$ cat src/rtl/simd_wb_queue.sv
// Writeback queue behind the SIMD execute unit: a tag delay line matched to the unit
// latency, a small result FIFO and credit-based issue back-pressure.
module simd_wb_queue #(
  parameter int LAT   = 2,
  parameter int DEPTH = 4,
  parameter int TAGW  = 9
) (
  input  logic                       clk,
  input  logic                       rst,
  input  logic                       iss_en,
  input  logic [TAGW-1:0]            iss_tag,
  input  logic                       flush,
  input  logic [67:0]                res_in,
  output logic                       iss_stall,
  output logic                       wb_valid,
  output logic [TAGW-1:0]            wb_tag,
  output logic [67:0]                wb_data,
  input  logic                       wb_ready,
  output logic [$clog2(DEPTH):0]     occ
);

  localparam int PW = $clog2(DEPTH);
  localparam int CW = PW + 1;
  localparam int EW = TAGW + 68;

  logic [LAT-1:0]           vld_q, vld_d;
  logic [LAT-1:0][TAGW-1:0] tag_q, tag_d;
  logic [PW-1:0]            rd_ptr_q, rd_ptr_d;
  logic [PW-1:0]            wr_ptr_q, wr_ptr_d;
  logic [CW-1:0]            count_q, count_d;
  logic [CW-1:0]            credit_q, credit_d;
  logic                     iss_stall_q, iss_stall_d;
  logic [EW-1:0]            mem_q [DEPTH];
  logic [EW-1:0]            head;

  logic issue_ok, capture, pop;

  assign issue_ok = iss_en & ~iss_stall_q & ~flush;
  assign capture  = vld_q[LAT-1] & ~flush;
  assign pop      = wb_valid & wb_ready & ~flush;

  always_comb begin
    vld_d[0] = issue_ok;
    tag_d[0] = iss_tag;
    for (int i = 1; i < LAT; i++) begin
      vld_d[i] = vld_q[i-1];
      tag_d[i] = tag_q[i-1];
    end
    wr_ptr_d = wr_ptr_q + PW'(capture);
    rd_ptr_d = rd_ptr_q + PW'(pop);
    count_d  = count_q + CW'(capture) - CW'(pop);
    // Credit is reserved at issue, so an in-flight op always has a slot waiting.
    credit_d = credit_q - CW'(issue_ok) + CW'(pop);
    if (flush) begin
      vld_d    = '0;
      wr_ptr_d = '0;
      rd_ptr_d = '0;
      count_d  = '0;
      credit_d = CW'(DEPTH);
    end
    iss_stall_d = (credit_d == '0);
  end

  always_ff @(posedge clk or negedge rst) begin
    if (!rst) begin
      vld_q       <= '0;
      tag_q       <= '0;
      rd_ptr_q    <= '0;
      wr_ptr_q    <= '0;
      count_q     <= '0;
      credit_q    <= CW'(DEPTH);
      iss_stall_q <= 1'b0;
    end else begin
      vld_q       <= vld_d;
      tag_q       <= tag_d;
      rd_ptr_q    <= rd_ptr_d;
      wr_ptr_q    <= wr_ptr_d;
      count_q     <= count_d;
      credit_q    <= credit_d;
      iss_stall_q <= iss_stall_d;
    end
  end

  // Storage needs no reset: the head is masked whenever the queue is empty.
  always_ff @(posedge clk) begin
    if (capture) mem_q[wr_ptr_q] <= {tag_q[LAT-1], res_in};
  end

  assign head      = mem_q[rd_ptr_q];
  assign wb_valid  = (count_q != '0);
  assign wb_tag    = wb_valid ? head[EW-1:68] : '0;
  assign wb_data   = wb_valid ? head[67:0] : '0;
  assign iss_stall = iss_stall_q;
  assign occ       = count_q;

endmodule

$ cat config.mk
export PLATFORM = sky130hd
export DESIGN_NAME = simd_wb_queue
export DESIGN_NICKNAME = d
export VERILOG_FILES = /design/src/rtl/simd_wb_queue.sv
export SDC_FILE = /design/constraint.sdc
export NUM_CORES = 1
export LEC_CHECK = 0
export ABC_AREA = 1
export CAP_MARGIN = 20
export CORE_AREA = 10 10 234 125
export DETAILED_ROUTE_END_ITERATION = 16
export DIE_AREA = 0 0 244 135
export HOLD_SLACK_MARGIN = 0.05
export PLACE_DENSITY = 0.79
export SLEW_MARGIN = 20
export SYNTH_ARGS = -nofsm -noshare
export SYNTH_HDL_FRONTEND = slang
export SYNTH_SLANG_ARGS = --single-unit
$ cat constraint.sdc
create_clock -name clk -period 7.1 [get_ports clk]
set_clock_uncertainty 0.1 [all_clocks]
set_input_delay 1.065 -clock clk [delete_from_list [all_inputs] [get_ports clk]]
set_output_delay 1.065 -clock clk [all_outputs]
set_load 0.005 [all_outputs]
### Clock nets

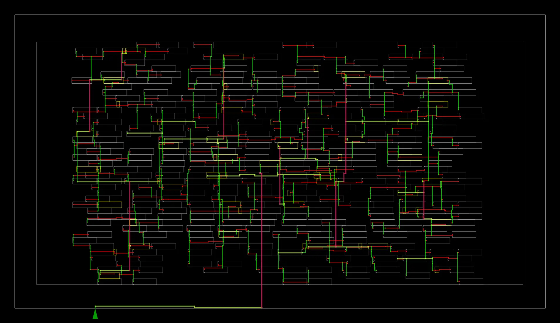
layout clock buffer count: 44
clk pwr: 1.56 mW
cts bufs inserted: 30
Late-Pin Clk Latency: 0.55 ns
CTS Sinks: 339

### Clock distribution

Scale bar: 50 microns.
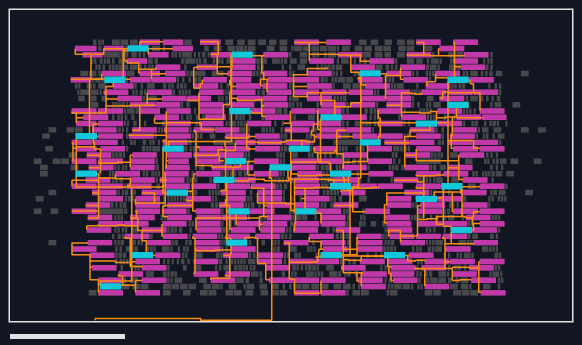
magenta -> flip-flops  # count 339
cyan -> cells driving clock nets  # count 30
orange -> clock wires  # length 3510 microns
flops lie = widely spread
clock share of power: 30.1%

### Placement by cell class

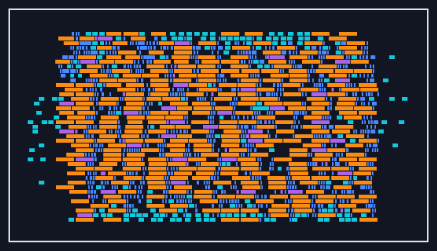
blue -> all other logic  # cells 840, share of their area 22%
orange -> flip-flops  # cells 339, share of their area 62%
purple -> clock drivers and dummy loads  # cells 56, share of their area 5.7%
cyan -> other buffers and delay cells  # cells 178, share of their area 11%
FP Rows: 41
design area: 16700 sq um
flop share of the area: 59.9%
final core utilization: 67.2%
core area: 24900 sq um

==> impl_metrics.env <==
# flow metrics
export IMPL_async_flop_share_pct=9.14
export IMPL_status="completed"
export IMPL_edf_count=308
export IMPL_tightestPinTransition_ns=0.989
export IMPL_dieHeight_microns=135
export IMPL_io_pins=164
export IMPL_yosysTopAreaCellShare_pct=66.5
export IMPL_worst_ep_required_time_ns=5.93
export IMPL_peakVddDrop_v=0.000164
export IMPL_synthTopCellsByArea="edfxtp_1 (66%), nand2_1 (13%), dfrtp_1 (5.4%), inv_1 (4.6%), nand3_1 (2.9%)"
export IMPL_maxCapViolations=0
export IMPL_hpwl_mm=18.6
export IMPL_ys_sh_mux_pct=0
export IMPL_cp_endpoint="wb_data[46]"
export IMPL_fp_util_pct=55.8
export IMPL_fmaxAchievable_mhz=198
export IMPL_path_depth=7
export IMPL_synth_top_flop_cell="edfxtp_1"
export IMPL_crit_slowest_cell="buf_4"
export IMPL_r2r_start="vld_q[1]"
export IMPL_syn_area_sq_um=13900
export IMPL_critical_path_max_fanout=90
export IMPL_detail_route_antenna_nets=0
export IMPL_final_cells=1759
export IMPL_initialDrtViolationCount=1030
export IMPL_synth_cells=1238
export IMPL_fin_ws_ns=2.04
export IMPL_path_buffers=3
export IMPL_grt_max_degree=103
export IMPL_ff2ff_path_depth=4
export IMPL_gp_congestion=0.781
export IMPL_period_used_pct=71.2
export IMPL_cp_top_family="buffers and inverters"
export IMPL_post_cts_buffers=0
export IMPL_syn_nets=1326
export IMPL_p_leak_nw=6.73
export IMPL_antenna_found_initial=3
export IMPL_fin_tns_setup_ns=0
export IMPL_postSynthAreaPerCell_sq_um=11.2
export IMPL_grt_pass1_wl_mm=49.3
export IMPL_htreeDepth=1
export IMPL_reg2reg_slack_ns=4.62
export IMPL_drc=0
export IMPL_hold_depth=0
export IMPL_power_density_nw_per_um2=309
export IMPL_synth_area_leader_cell="edfxtp_1"
export IMPL_adder_share_pct=0.647
export IMPL_synthAoiAreaFrac_pct=3.76
export IMPL_root_buffer="clkbuf_16"
export IMPL_drv_slew=0
export IMPL_grt_remaining_overflow=0
export IMPL_cp_start_kind="flop"
export IMPL_ys_types=22
export IMPL_total_power_mw=5.18
export IMPL_numPortBuffers=163
export IMPL_wl_per_cell_microns=17.9
export IMPL_synthTopLogicFamily="simple AND/OR/NAND/NOR gates"
export IMPL_simple_gate_share_pct=16.4
export IMPL_layout_nets=1477
export IMPL_grt_usage_pct=18.6
export IMPL_crit_type="flop to output port"
export IMPL_routed_via_density=5.12
export IMPL_critPathCaptureType="output port"
export IMPL_critPathLaunch="rd_ptr_q[0]"
export IMPL_first_pass_iters=5
export IMPL_grt_setup_unrepaired="no"
export IMPL_ys_chip_area_sq_um=13900
export IMPL_holdCritPathClass="flop to flop"
export IMPL_dp_cells=1700
export IMPL_dieArea_sq_um=32900
export IMPL_path_cells="inv_4, buf_4, nand2_1, nand2_1, nand2_1, a21oi_2, clkdlybuf4s50_1"
export IMPL_grt_pass1_vias=9362
export IMPL_clkTransAtPathRegs_ns=0.06
export IMPL_setup_violations=0
export IMPL_cts_repair_resized=0
export IMPL_ys_cells=1238
export IMPL_cts_tree="done"
export IMPL_yosys_stat_seqShare_pct=72.0
export IMPL_crit_top_cell="nand2_1"
export IMPL_synthToLayoutAreaGrowth_pct=20.4
export IMPL_dp_slack_ns=2.66
export IMPL_cp_data_arrival_time_ns=3.89
export IMPL_ys_flops=339
export IMPL_yosys_warnings=0
export IMPL_final_hold_violation_count=0
export IMPL_min_period_ns=5.06
export IMPL_die_x_microns=244
export IMPL_r2r_end="mem_q[1][64]"
export IMPL_slew_limit_headroom_pct=34.0
export IMPL_clock_path_buffers=3
export IMPL_xor_share_pct=0.0629
export IMPL_warnings=28
export IMPL_max_stage_delay_ns=0.84
export IMPL_cts_hold_buf=0
export IMPL_layout_drive_gt1_share_pct=6.79
### Wiring heat map

24 x 14 tiles, from dark blue (low) to red (high), scaled to the fullest tile. Values are wire area over tile area, all layers added.
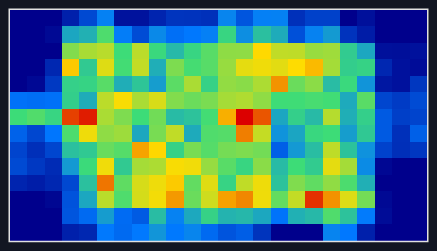
tiles over half the peak = 37%
mean over tiles = 0.15
nearly empty tiles = 14%
WL final: 31.5 mm
vias after detailed routing: 9008

### The metal 4 layer

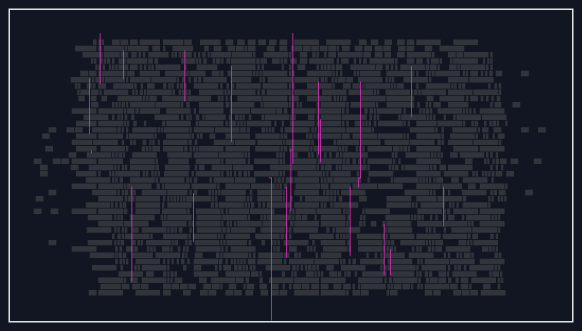
nets with wire on the layer = 13
longest straight run = 61.8 microns
main direction = vertical
share of all routed wire = 1.7%
wire length on this layer = 549 microns

-- sequential cells by signal, summed over array words and instances, names as in the netlist --
register	cells
tag_q	9
wr_ptr_q	2
mem_q	308
vld_q	2
rd_ptr_q	2
credit_q	3
tag_d	9
occ	3
iss_stall	1
-- cell families (layout without fill, tap and decap cells) --
kind of cell	count (synthesis)	count (layout)
AOI/OAI and AO/OA	82	82
buffers and inverters	234	409
DFF	339	339
other	0	2
and+or+nand+nor	576	576
xor gates and xnor gates	1	1
adders and majority gates	6	6
-- per-layer routing --
layer / track usage, % / up-vias / part of all wire [%]
li1: - / 4320 / -
met1: 21.2 / 4398 / 39
met2: 35.4 / 242 / 54
met3: 2.89 / 46 / 4.7
met4: 5.69 / 2 / 1.7
met5: 0 / - / 0.038
-- power by group --
part           internal [mW]  switching, mW
registers               2.22         0.0472
logic                  0.624          0.733
clock network          0.877          0.680
total                   3.72           1.46
-- final cells by class --
| type | count | area [sq um] |
|---|---|---|
| inverter | 175 | 661 |
| antenna | 2 | 5.00 |
| clock buffer | 44 | 825 |
| multi-input combinational | 665 | 2920 |
| timing repair buffer | 178 | 1760 |
| tap | 344 | 430 |
| fill | 1722 | 8180 |
| sequential | 339 | 10000 |
| clock inverter | 12 | 111 |
-- how the worst min path moves through the flow --
stage	startpoint	endpoint	slack, ns
after floorplan	tag_d[10]	tag_q[10]	0.23
final	tag_d[17]	tag_q[17]	0.25
after global routing	tag_d[14]	tag_q[14]	0.26
after global placement	tag_d[9]	tag_q[9]	0.23
after CTS	tag_d[17]	tag_q[17]	0.25
after detailed placement	tag_d[17]	tag_q[17]	0.23
-- cells in the final DEF, fill, tap and decap left out, drive strengths merged, types with 2 or more instances in the layout --
cell / instances
ha: 4
nand2: 475
a21oi: 80
nor2: 13
nor3: 4
o21ai: 2
clkbuf: 44
clkdlybuf4s50: 163
fa: 2
dfrtp: 30
edfxtp: 308
diode: 2
bufinv: 2
clkinv: 10
buf: 15
nand3: 82
inv: 174
-- cell usage after synthesis, drive strengths merged, types with 2 or more instances --
cell type	number
nor3	4
nand3	82
edfxtp	308
fa	2
clkbuf	20
inv	175
a21oi	80
buf	39
ha	4
nand2	475
nor2	13
dfrtp	30
o21ai	2
-- stage by stage --
step	hold WS (ns)	util (%)	instance area (sq um)
floorplan	0.231	-	13900
global placement	0.232	63.3	15800
detailed placement	0.235	63.3	15800
CTS	0.249	67.0	16700
global route	0.263	67.2	16700
finish	0.249	67.2	16700
Power figures rest on the tool's default switching activity, not on a simulated workload.
